File: src/rtl/chronospatial_cpu_if.sv
// Output stream of the chronospatial CPU: 3-bit values from the output FIFO.
// The master presents out_data/out_valid. The slave pops the head with out_ready.
// out_ready while out_valid is low has no effect.
interface chronospatial_cpu_if;
   logic [2:0] out_data;
   logic       out_valid;
   logic       out_ready;

   modport master (output out_data, output out_valid, input out_ready);
   modport slave  (input out_data, input out_valid, output out_ready);
endinterface

File: src/rtl/chronospatial_cpu.sv
// 3-bit program CPU with A/B/C registers and an output FIFO (chronospatial machine).
// Each instruction takes 2 cycles (FETCH, EXEC). Programs of length 0/1 halt 1 cycle after start.
// When the FIFO is full, an out instruction waits in STALL until a slot is free at cycle start.
module chronospatial_cpu #(
   parameter int REG_W      = 48,
   parameter int PROG_DEPTH = 16,
   parameter int OUT_DEPTH  = 4,
   localparam int PW        = $clog2(PROG_DEPTH)
) (
   input  logic             clk,
   input  logic             rst_n,
   input  logic             load_en,
   input  logic [PW-1:0]    load_addr,
   input  logic [2:0]       load_data,
   input  logic [PW:0]      prog_len,
   input  logic [REG_W-1:0] init_a,
   input  logic [REG_W-1:0] init_b,
   input  logic [REG_W-1:0] init_c,
   input  logic             start,
   output logic             busy,
   output logic             halt,
   output logic             error,
   output logic [REG_W-1:0] dbg_a,
   output logic [REG_W-1:0] dbg_b,
   output logic [REG_W-1:0] dbg_c,
   chronospatial_cpu_if.master out_if
);

   localparam logic [2:0] S_IDLE  = 3'd0;
   localparam logic [2:0] S_FETCH = 3'd1;
   localparam logic [2:0] S_EXEC  = 3'd2;
   localparam logic [2:0] S_STALL = 3'd3;
   localparam logic [2:0] S_DONE  = 3'd4;

   // ip can reach prog_len+1 and must also hold any 3-bit jump literal.
   localparam int IPW = (PW + 2 < 3) ? 3 : PW + 2;
   localparam int FW  = $clog2(OUT_DEPTH);

   logic [2:0]       state_q, state_d;
   logic [REG_W-1:0] a_q, a_d, b_q, b_d, c_q, c_d;
   logic [IPW-1:0]   ip_q, ip_d;
   logic [PW:0]      len_q, len_d;
   logic [2:0]       op_q, op_d, opd_q, opd_d;
   logic             err_q, err_d;
   logic [2:0]       mem_q [PROG_DEPTH];
   logic [2:0]       fifo_q [OUT_DEPTH];
   logic [FW-1:0]    wr_q, rd_q;
   logic [FW:0]      cnt_q;

   logic [REG_W-1:0] combo, shifted;
   logic             combo_bad, uses_combo, fifo_full, push, pop;
   logic [IPW-1:0]   ip_p1;

   // Words past the memory end read as zero (prog_len can exceed PROG_DEPTH).
   function automatic logic [2:0] rd_word(input logic [IPW-1:0] idx);
      if (idx < IPW'(PROG_DEPTH)) return mem_q[idx[PW-1:0]];
      return 3'd0;
   endfunction

   assign busy      = (state_q == S_FETCH) || (state_q == S_EXEC) || (state_q == S_STALL);
   assign halt      = (state_q == S_DONE);
   assign error     = err_q;
   assign dbg_a     = a_q;
   assign dbg_b     = b_q;
   assign dbg_c     = c_q;
   assign fifo_full = (cnt_q == (FW+1)'(OUT_DEPTH));
   assign pop       = out_if.out_valid && out_if.out_ready;
   assign ip_p1     = ip_q + 1'b1;

   assign out_if.out_valid = (cnt_q != '0);
   assign out_if.out_data  = out_if.out_valid ? fifo_q[rd_q] : 3'd0;

   // Combo operand decode and the shared A >> combo divider; the full-width compare avoids truncated shift amounts.
   always_comb begin
      combo     = '0;
      combo_bad = 1'b0;
      case (opd_q)
         3'd4:    combo = a_q;
         3'd5:    combo = b_q;
         3'd6:    combo = c_q;
         3'd7:    combo_bad = 1'b1;
         default: combo = REG_W'(opd_q);
      endcase
      shifted    = (combo >= REG_W'(REG_W)) ? '0 : (a_q >> combo);
      uses_combo = (op_q != 3'd1) && (op_q != 3'd3) && (op_q != 3'd4);
   end

   // Next-state logic for the FSM, registers and instruction pointer.
   always_comb begin
      state_d = state_q;
      a_d     = a_q;
      b_d     = b_q;
      c_d     = c_q;
      ip_d    = ip_q;
      len_d   = len_q;
      op_d    = op_q;
      opd_d   = opd_q;
      err_d   = err_q;
      push    = 1'b0;
      case (state_q)
         S_IDLE, S_DONE: begin
            if (start) begin
               a_d     = init_a;
               b_d     = init_b;
               c_d     = init_c;
               ip_d    = '0;
               len_d   = prog_len;
               err_d   = 1'b0;
               state_d = S_FETCH;
            end
         end
         S_FETCH: begin
            if (ip_p1 >= IPW'(len_q)) begin
               state_d = S_DONE;
            end else begin
               op_d    = rd_word(ip_q);
               opd_d   = rd_word(ip_p1);
               state_d = S_EXEC;
            end
         end
         S_EXEC: begin
            ip_d    = ip_q + IPW'(2);
            state_d = S_FETCH;
            if (uses_combo && combo_bad) begin
               ip_d    = ip_q;
               err_d   = 1'b1;
               state_d = S_DONE;
            end else begin
               case (op_q)
                  3'd0: a_d = shifted;
                  3'd1: b_d = b_q ^ REG_W'(opd_q);
                  3'd2: b_d = REG_W'(combo[2:0]);
                  3'd3: if (a_q != '0) ip_d = IPW'(opd_q);
                  3'd4: b_d = b_q ^ c_q;
                  3'd5: begin
                     if (fifo_full) begin
                        ip_d    = ip_q;
                        state_d = S_STALL;
                     end else begin
                        push = 1'b1;
                     end
                  end
                  3'd6: b_d = shifted;
                  3'd7: c_d = shifted;
                  default: ;
               endcase
            end
         end
         S_STALL: begin
            // Uses the registered count, so a same-cycle pop releases the stall one cycle later.
            if (!fifo_full) begin
               push    = 1'b1;
               ip_d    = ip_q + IPW'(2);
               state_d = S_FETCH;
            end
         end
         default: state_d = S_IDLE;
      endcase
   end

   // Core state registers.
   always_ff @(posedge clk or negedge rst_n) begin
      if (!rst_n) begin
         state_q <= S_IDLE;
         a_q     <= '0;
         b_q     <= '0;
         c_q     <= '0;
         ip_q    <= '0;
         len_q   <= '0;
         op_q    <= '0;
         opd_q   <= '0;
         err_q   <= 1'b0;
      end else begin
         state_q <= state_d;
         a_q     <= a_d;
         b_q     <= b_d;
         c_q     <= c_d;
         ip_q    <= ip_d;
         len_q   <= len_d;
         op_q    <= op_d;
         opd_q   <= opd_d;
         err_q   <= err_d;
      end
   end

   // Program memory; writes are locked out while running.
   always_ff @(posedge clk or negedge rst_n) begin
      if (!rst_n) begin
         for (int i = 0; i < PROG_DEPTH; i++) mem_q[i] <= '0;
      end else if (load_en && !busy && ({1'b0, load_addr} < (PW+1)'(PROG_DEPTH))) begin
         mem_q[load_addr] <= load_data;
      end
   end

   // Output FIFO; pointers wrap naturally because OUT_DEPTH is a power of two.
   always_ff @(posedge clk or negedge rst_n) begin
      if (!rst_n) begin
         for (int i = 0; i < OUT_DEPTH; i++) fifo_q[i] <= '0;
         wr_q  <= '0;
         rd_q  <= '0;
         cnt_q <= '0;
      end else begin
         if (push) begin
            fifo_q[wr_q] <= combo[2:0];
            wr_q         <= wr_q + 1'b1;
         end
         if (pop) rd_q <= rd_q + 1'b1;
         case ({push, pop})
            2'b10:   cnt_q <= cnt_q + 1'b1;
            2'b01:   cnt_q <= cnt_q - 1'b1;
            default: cnt_q <= cnt_q;
         endcase
      end
   end

endmodule

File: src/flat_wrapper.sv
// flat-port wrapper written by rule: the top's interface ports become plain ports
module chronospatial_cpu_flat 
#(
   parameter int REG_W      = 48,
   parameter int PROG_DEPTH = 16,
   parameter int OUT_DEPTH  = 4,
   localparam int PW        = $clog2(PROG_DEPTH)
)
  (clk, rst_n, load_en, load_addr, load_data, prog_len, init_a, init_b, init_c, start, busy, halt, error, dbg_a, dbg_b, dbg_c, out_if_out_data, out_if_out_valid, out_if_out_ready);
  chronospatial_cpu_if out_if_i ();
  input  logic clk;
  input  logic rst_n;
  input  logic load_en;
  input  logic [PW-1:0] load_addr;
  input  logic [2:0] load_data;
  input  logic [PW:0] prog_len;
  input  logic [REG_W-1:0] init_a;
  input  logic [REG_W-1:0] init_b;
  input  logic [REG_W-1:0] init_c;
  input  logic start;
  output logic busy;
  output logic halt;
  output logic error;
  output logic [REG_W-1:0] dbg_a;
  output logic [REG_W-1:0] dbg_b;
  output logic [REG_W-1:0] dbg_c;
  output wire logic [$bits(out_if_i.out_data)-1:0] out_if_out_data;
  output wire logic [$bits(out_if_i.out_valid)-1:0] out_if_out_valid;
  input wire logic [$bits(out_if_i.out_ready)-1:0] out_if_out_ready;
  assign out_if_out_data = out_if_i.out_data;
  assign out_if_out_valid = out_if_i.out_valid;
  assign out_if_i.out_ready = out_if_out_ready;
  chronospatial_cpu #(.REG_W(REG_W), .PROG_DEPTH(PROG_DEPTH), .OUT_DEPTH(OUT_DEPTH)) u_core (.clk(clk), .rst_n(rst_n), .load_en(load_en), .load_addr(load_addr), .load_data(load_data), .prog_len(prog_len), .init_a(init_a), .init_b(init_b), .init_c(init_c), .start(start), .busy(busy), .halt(halt), .error(error), .dbg_a(dbg_a), .dbg_b(dbg_b), .dbg_c(dbg_c), .out_if(out_if_i));
endmodule
File: config.mk
export PLATFORM = sky130hd
export DESIGN_NAME = chronospatial_cpu_flat
export DESIGN_NICKNAME = d
export VERILOG_FILES = /design/src/rtl/chronospatial_cpu_if.sv /design/src/rtl/chronospatial_cpu.sv /design/src/flat_wrapper.sv
export SDC_FILE = /design/constraint.sdc
export NUM_CORES = 1
export LEC_CHECK = 0
export CAP_MARGIN = 40
export CORE_MARGIN = 10
export CORE_UTILIZATION = 58
export DETAILED_ROUTE_END_ITERATION = 8
export PLACE_DENSITY = 0.88
export SLEW_MARGIN = 25
export SYNTH_ARGS = -nofsm -noshare
export SYNTH_HDL_FRONTEND = slang
export SYNTH_SLANG_ARGS = --single-unit
File: constraint.sdc
create_clock -name clk -period 7.32 [get_ports clk]
set_input_delay 1.464 -clock clk [delete_from_list [all_inputs] [get_ports clk]]
set_output_delay 1.464 -clock clk [all_outputs]
set_load 0.05 [all_outputs]
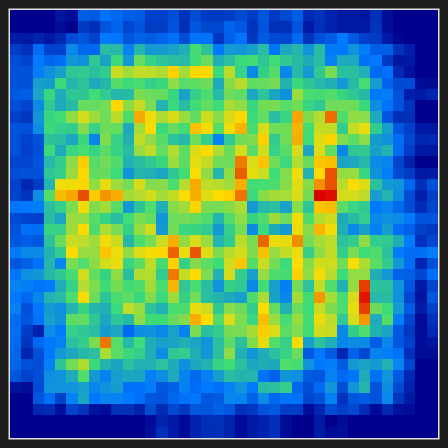
run_1/metal_density.png
38 x 38 tiles, from dark blue (low) to red (high), scaled to the fullest tile. Values are wire area over tile area, all layers added.
nearly empty tiles = 6.4%
mean over tiles = 0.43
emptiest ninth of the die = bottom right

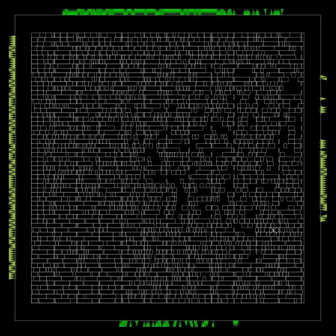
run_1/placement.png
number of core rows: 61
flop share of the area: 0.281
core region area: 27800 um^2
Fillers: 1996

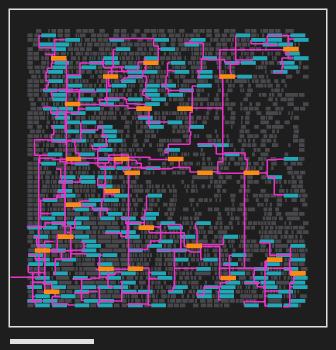
run_1/clk_routes.png
Scale bar: 50 um.
magenta -> clock wires  # length 3190 um
orange -> clock drivers  # count 26
cyan -> flip-flops  # count 232
flops lie = spread over the die
routed clock nets = 27

## run 1: sequential cells by signal (all words and copies together) (netlist names), 2 cells and up
name / cells
u_core.dbg_a: 48
u_core.dbg_b: 48
u_core.cnt_q: 3
u_core.rd_q: 2
u_core.mem_q: 48
u_core.len_q: 5
u_core.fifo_q: 12
u_core.wr_q: 2
u_core.opd_q: 3
u_core.dbg_c: 48
u_core.ip_q: 6
u_core.state_q: 3
u_core.op_q: 3
## run 1: layout make-up
cell class	count	area [um^2]	area share
clock inverter	11	141	0.00684
tap	378	473	0.0229
sequential	232	5810	0.281
clock buffer	36	758	0.0367
antenna	2	5.00	0.000242
multi-input combinational	1391	9700	0.470
inverter	56	210	0.0102
timing repair buffer	355	3560	0.172
## run 1: cells by family after synthesis
| group | synth area share |
|---|---|
| adders and majority gates | 0.0104 |
| xor gates and xnor gates | 0.0220 |
| DFF | 0.356 |
| AOI/OAI and AO/OA | 0.280 |
| buffers and inverters | 0.0544 |
| and+or+nand+nor | 0.149 |
| muxes | 0.129 |
## run 1: metrics by stage
step	instance area (um^2)
after detailed placement	19600
after CTS	20500
after global placement	19500
after floorplan	16300
final	20700
after global routing	20700
## run 1: routing by layer
metal | track usage | share of wire | up-vias
li1 | - | - | 7511
met1 | 0.546 | 0.34 | 8969
met2 | 0.649 | 0.42 | 2051
met3 | 0.203 | 0.17 | 489
met4 | 0.217 | 0.067 | 0
met5 | 0 | 0 | -
==> impl_metrics.py, run 1 <==
# Physical implementation metrics
metrics = {
    "layout": {
        "layout.core_utilization": 0.744,
        "layout_top_cell": "sky130_fd_sc_hd__clkdlybuf4s50_1",
        "post_route_cells_drive_above_1_share": 0.110,
        "nets": 2236,
    },
    "setup_path": {
        "cp_max_fo": 36,
        "worst_path_largest_cell_delay_ps": 780,
        "critical_path_required_ps": 7810,
        "critical_path.cell_chain": "buf_4 -> inv_2 -> o21ai_4 -> nand2_2 -> mux2i_1 -> nor2_1 -> nor3_2 -> a32oi_1 -> a21oi_1",
        "path_class": "reg2reg",
    },
    "route": {
        "drt-wirelength-per-cell_um": 33.4,
        "drtAntennaViolNets": 0,
        "postRouteWirelength_mm": 82.3,
        "route.detailed.drc": 2,
    },
    "clocking": {
        "clock_tree.root_cell": "sky130_fd_sc_hd__clkbuf_16",
        "ctsLongestPathBuffers": 3,
        "cts_resized": 0,
        "clock_insertion_delay_at_the_later_pin_of_the_skew_report_ps": 580,
    },
    "yosys": {
        "synth.yosys.num_cells": 1823,
        "edf_count": 0,
        "synth_flop_count": 232,
        "synthesis.area_um2": 16300,
        "yosys-top-cells-area": "sky130_fd_sc_hd__dfrtp_1, sky130_fd_sc_hd__a21oi_1, sky130_fd_sc_hd__mux4_2",
    },
    "global_routing": {
        "track_usage": 0.444,
        "grt_antenna_before_repair": 2,
        "remaining_global_route_overflow": 0,
    },
    "sta": {
        "final_hold_viol_count": 0,
        "tightest_slew_ps": 1110,
        "clock_skew_ps": 21.4,
        "setup-violations-final": 0,
        "finalMaxSlewViolations": 0,
    },
    "worst_hold_path": {
        "worst_hold_path.num_cells": 2,
    },
    "status": {
        "failed_checks": "DRC",
        "status": "finished, violations left",
    },
    "place": {
        "placer_congestion_estimate": 1.12,
    },
    "die": {
        "chipWidth_um": 188,
    },
}
run_1/flops_by_reg.png
Scale bar: 50 um. Other sequential cells in the stronger grey, the rest of the logic in the fainter grey.
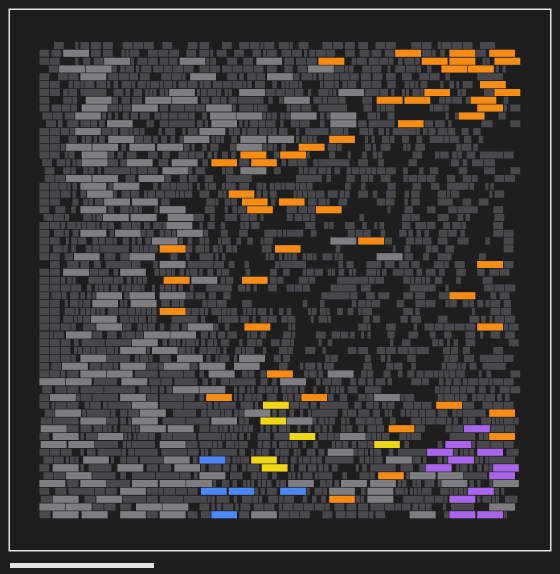

## Run 2: what changed since run 1
--- a/config.mk
+++ b/config.mk
@@ -7,9 +7,9 @@
 export LEC_CHECK = 0
 export CAP_MARGIN = 40
 export CORE_MARGIN = 10
-export CORE_UTILIZATION = 58
+export CORE_UTILIZATION = 54
 export DETAILED_ROUTE_END_ITERATION = 8
-export PLACE_DENSITY = 0.88
+export PLACE_DENSITY = 0.83
 export SLEW_MARGIN = 25
 export SYNTH_ARGS = -nofsm -noshare
 export SYNTH_HDL_FRONTEND = slang
==> constraint.sdc (replaced) <==
create_clock -name clk -period 4.6 [get_ports clk]
set_input_delay 0.92 -clock clk [delete_from_list [all_inputs] [get_ports clk]]
set_output_delay 0.92 -clock clk [all_outputs]
set_load 0.05 [all_outputs]
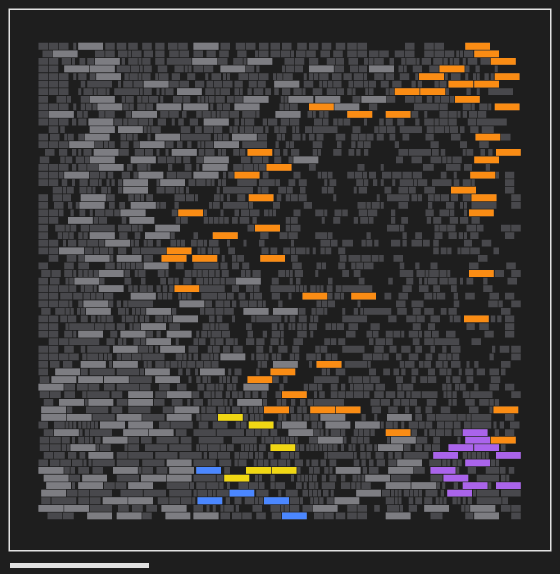
run_2/flops_by_reg.png
Scale bar: 50 um. Other sequential cells in the stronger grey, the rest of the logic in the fainter grey.
blue -> u_core.len_q  # flops 5, where bottom middle
purple -> u_core.fifo_q  # flops 12, where bottom right
yellow -> u_core.ip_q  # flops 6, where bottom middle
orange -> u_core.dbg_a  # flops 48
not coloured = 161

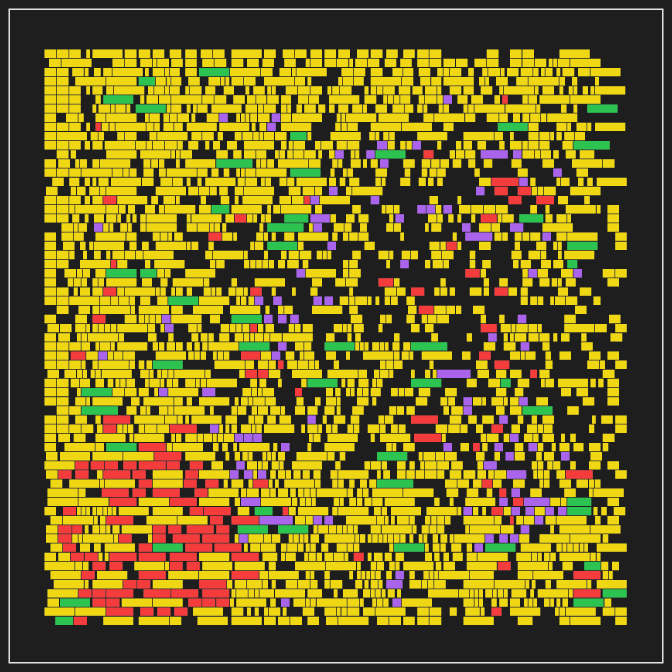
run_2/sizes.png
red -> _2 cells  # cells 130
green -> _6 and larger  # cells 48
purple -> _3 and _4 cells  # cells 96
yellow -> _0 and _1 cells  # cells 1859

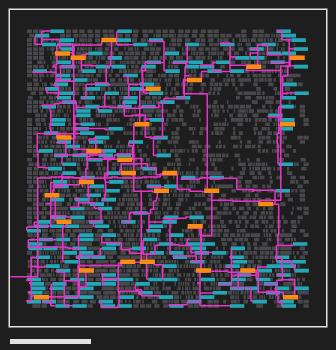
run_2/clk_routes.png
Scale bar: 50 um.
clock insertion delay at the later pin of the skew report: 600 ps
worst clock skew: 37.9 ps

==> run 2 against run 1 <==
Die size grew 6.6%. Critical endpoint is now u_core.dbg_c[36]$_DFFE_PN0P_. Non-clock buffer count is 47 higher. The flow now finishes without violations. Core utilization decreased by 3.4 points. Fmax grew 20%.
==> impl_metrics.py, run 2 <==
# Physical implementation metrics
metrics = {
    "layout": {
        "post_route_cells_drive_above_1_share": 0.128,
        "nets": 2285,
        "final_cell_area_um2": 21100,
        "diodes": 0,
    },
    "die": {
        "fp.coreArea_um2": 29700,
        "chipWidth_um": 194,
        "std_cell_rows": 63,
    },
    "route": {
        "route.detailed.drc": 0,
        "drtAntennaViolNets": 0,
        "postRouteWirelength_mm": 81.4,
        "drt-wirelength-per-cell_um": 32.3,
    },
    "yosys": {
        "synthSimpleGateAreaFrac": 0.149,
        "edf_count": 0,
        "ys_sh_xor": 0.0220,
        "adder_share": 0.0104,
        "yosys-top-cells-area": "sky130_fd_sc_hd__dfrtp_1, sky130_fd_sc_hd__a21oi_1, sky130_fd_sc_hd__mux4_2",
        "yosys-dominant-comb-family": "AND-OR/OR-AND gates",
        "synth.yosys.num_cells": 1823,
        "synthesis.area_um2": 16300,
        "synth_flop_count": 232,
    },
    "sta": {
        "final_hold_viol_count": 0,
        "setup-violations-final": 0,
        "tightest_slew_ps": 988,
    },
    "place": {
        "placer_congestion_estimate": 1.12,
        "postPlaceCellArea_um2": 20000,
    },
    "global_routing": {
        "grt_antenna_before_repair": 2,
        "track_usage": 0.411,
    },
    "setup_path": {
        "critical_path_required_ps": 5100,
        "path_class": "reg2reg",
        "worst_path_largest_cell_delay_ps": 710,
    },
    "status": {
        "status": "finished, final reports clean",
    },
    "clocking": {
        "cts_resized": 0,
    },
}
-- run 2: per-layer routing --
metal / vias to the layer above / track usage / part of all wire
li1: 7596 / - / -
met1: 9096 / 0.534 / 0.36
met2: 1935 / 0.600 / 0.42
met3: 408 / 0.165 / 0.17
met4: 4 / 0.159 / 0.055
met5: - / 0.00528 / 0.00037
-- run 2: area by class of cell --
| class | instances | area [um^2] |
|---|---|---|
| Sequential cell | 232 | 5810 |
| Clock buffer | 37 | 774 |
| Multi-Input combinational cell | 1391 | 9690 |
| Clock inverter | 15 | 241 |
| Inverter | 56 | 210 |
| Timing Repair Buffer | 402 | 3880 |
| Tap cell | 390 | 488 |
| Fill cell | 2223 | 8630 |
-- run 2: worst min-delay path by stage --
stage	from	to	slack, ps	cells past startpoint
floorplan	u_core.fifo_q[3]$_DFFE_PN0P_	u_core.fifo_q[3]$_DFFE_PN0P_	440	2
CTS	rst_n	u_core.mem_q[14]$_DFFE_PN0P_	460	1
finish	rst_n	u_core.mem_q[14]$_DFFE_PN0P_	380	1
global route	rst_n	u_core.mem_q[14]$_DFFE_PN0P_	480	1
global placement	u_core.fifo_q[10]$_DFFE_PN0P_	u_core.fifo_q[10]$_DFFE_PN0P_	460	2
detailed placement	u_core.fifo_q[5]$_DFFE_PN0P_	u_core.fifo_q[5]$_DFFE_PN0P_	470	2
-- run 2: per-stage QoR --
stage	instances	worst slack (ps)	util	hold slack (ps)
floorplan	1823	1630	-	445
global placement	2465	731	0.673	457
detailed placement	2467	726	0.674	470
CTS	2519	680	0.708	463
global route	2523	502	0.709	480
finish	2523	535	0.709	382
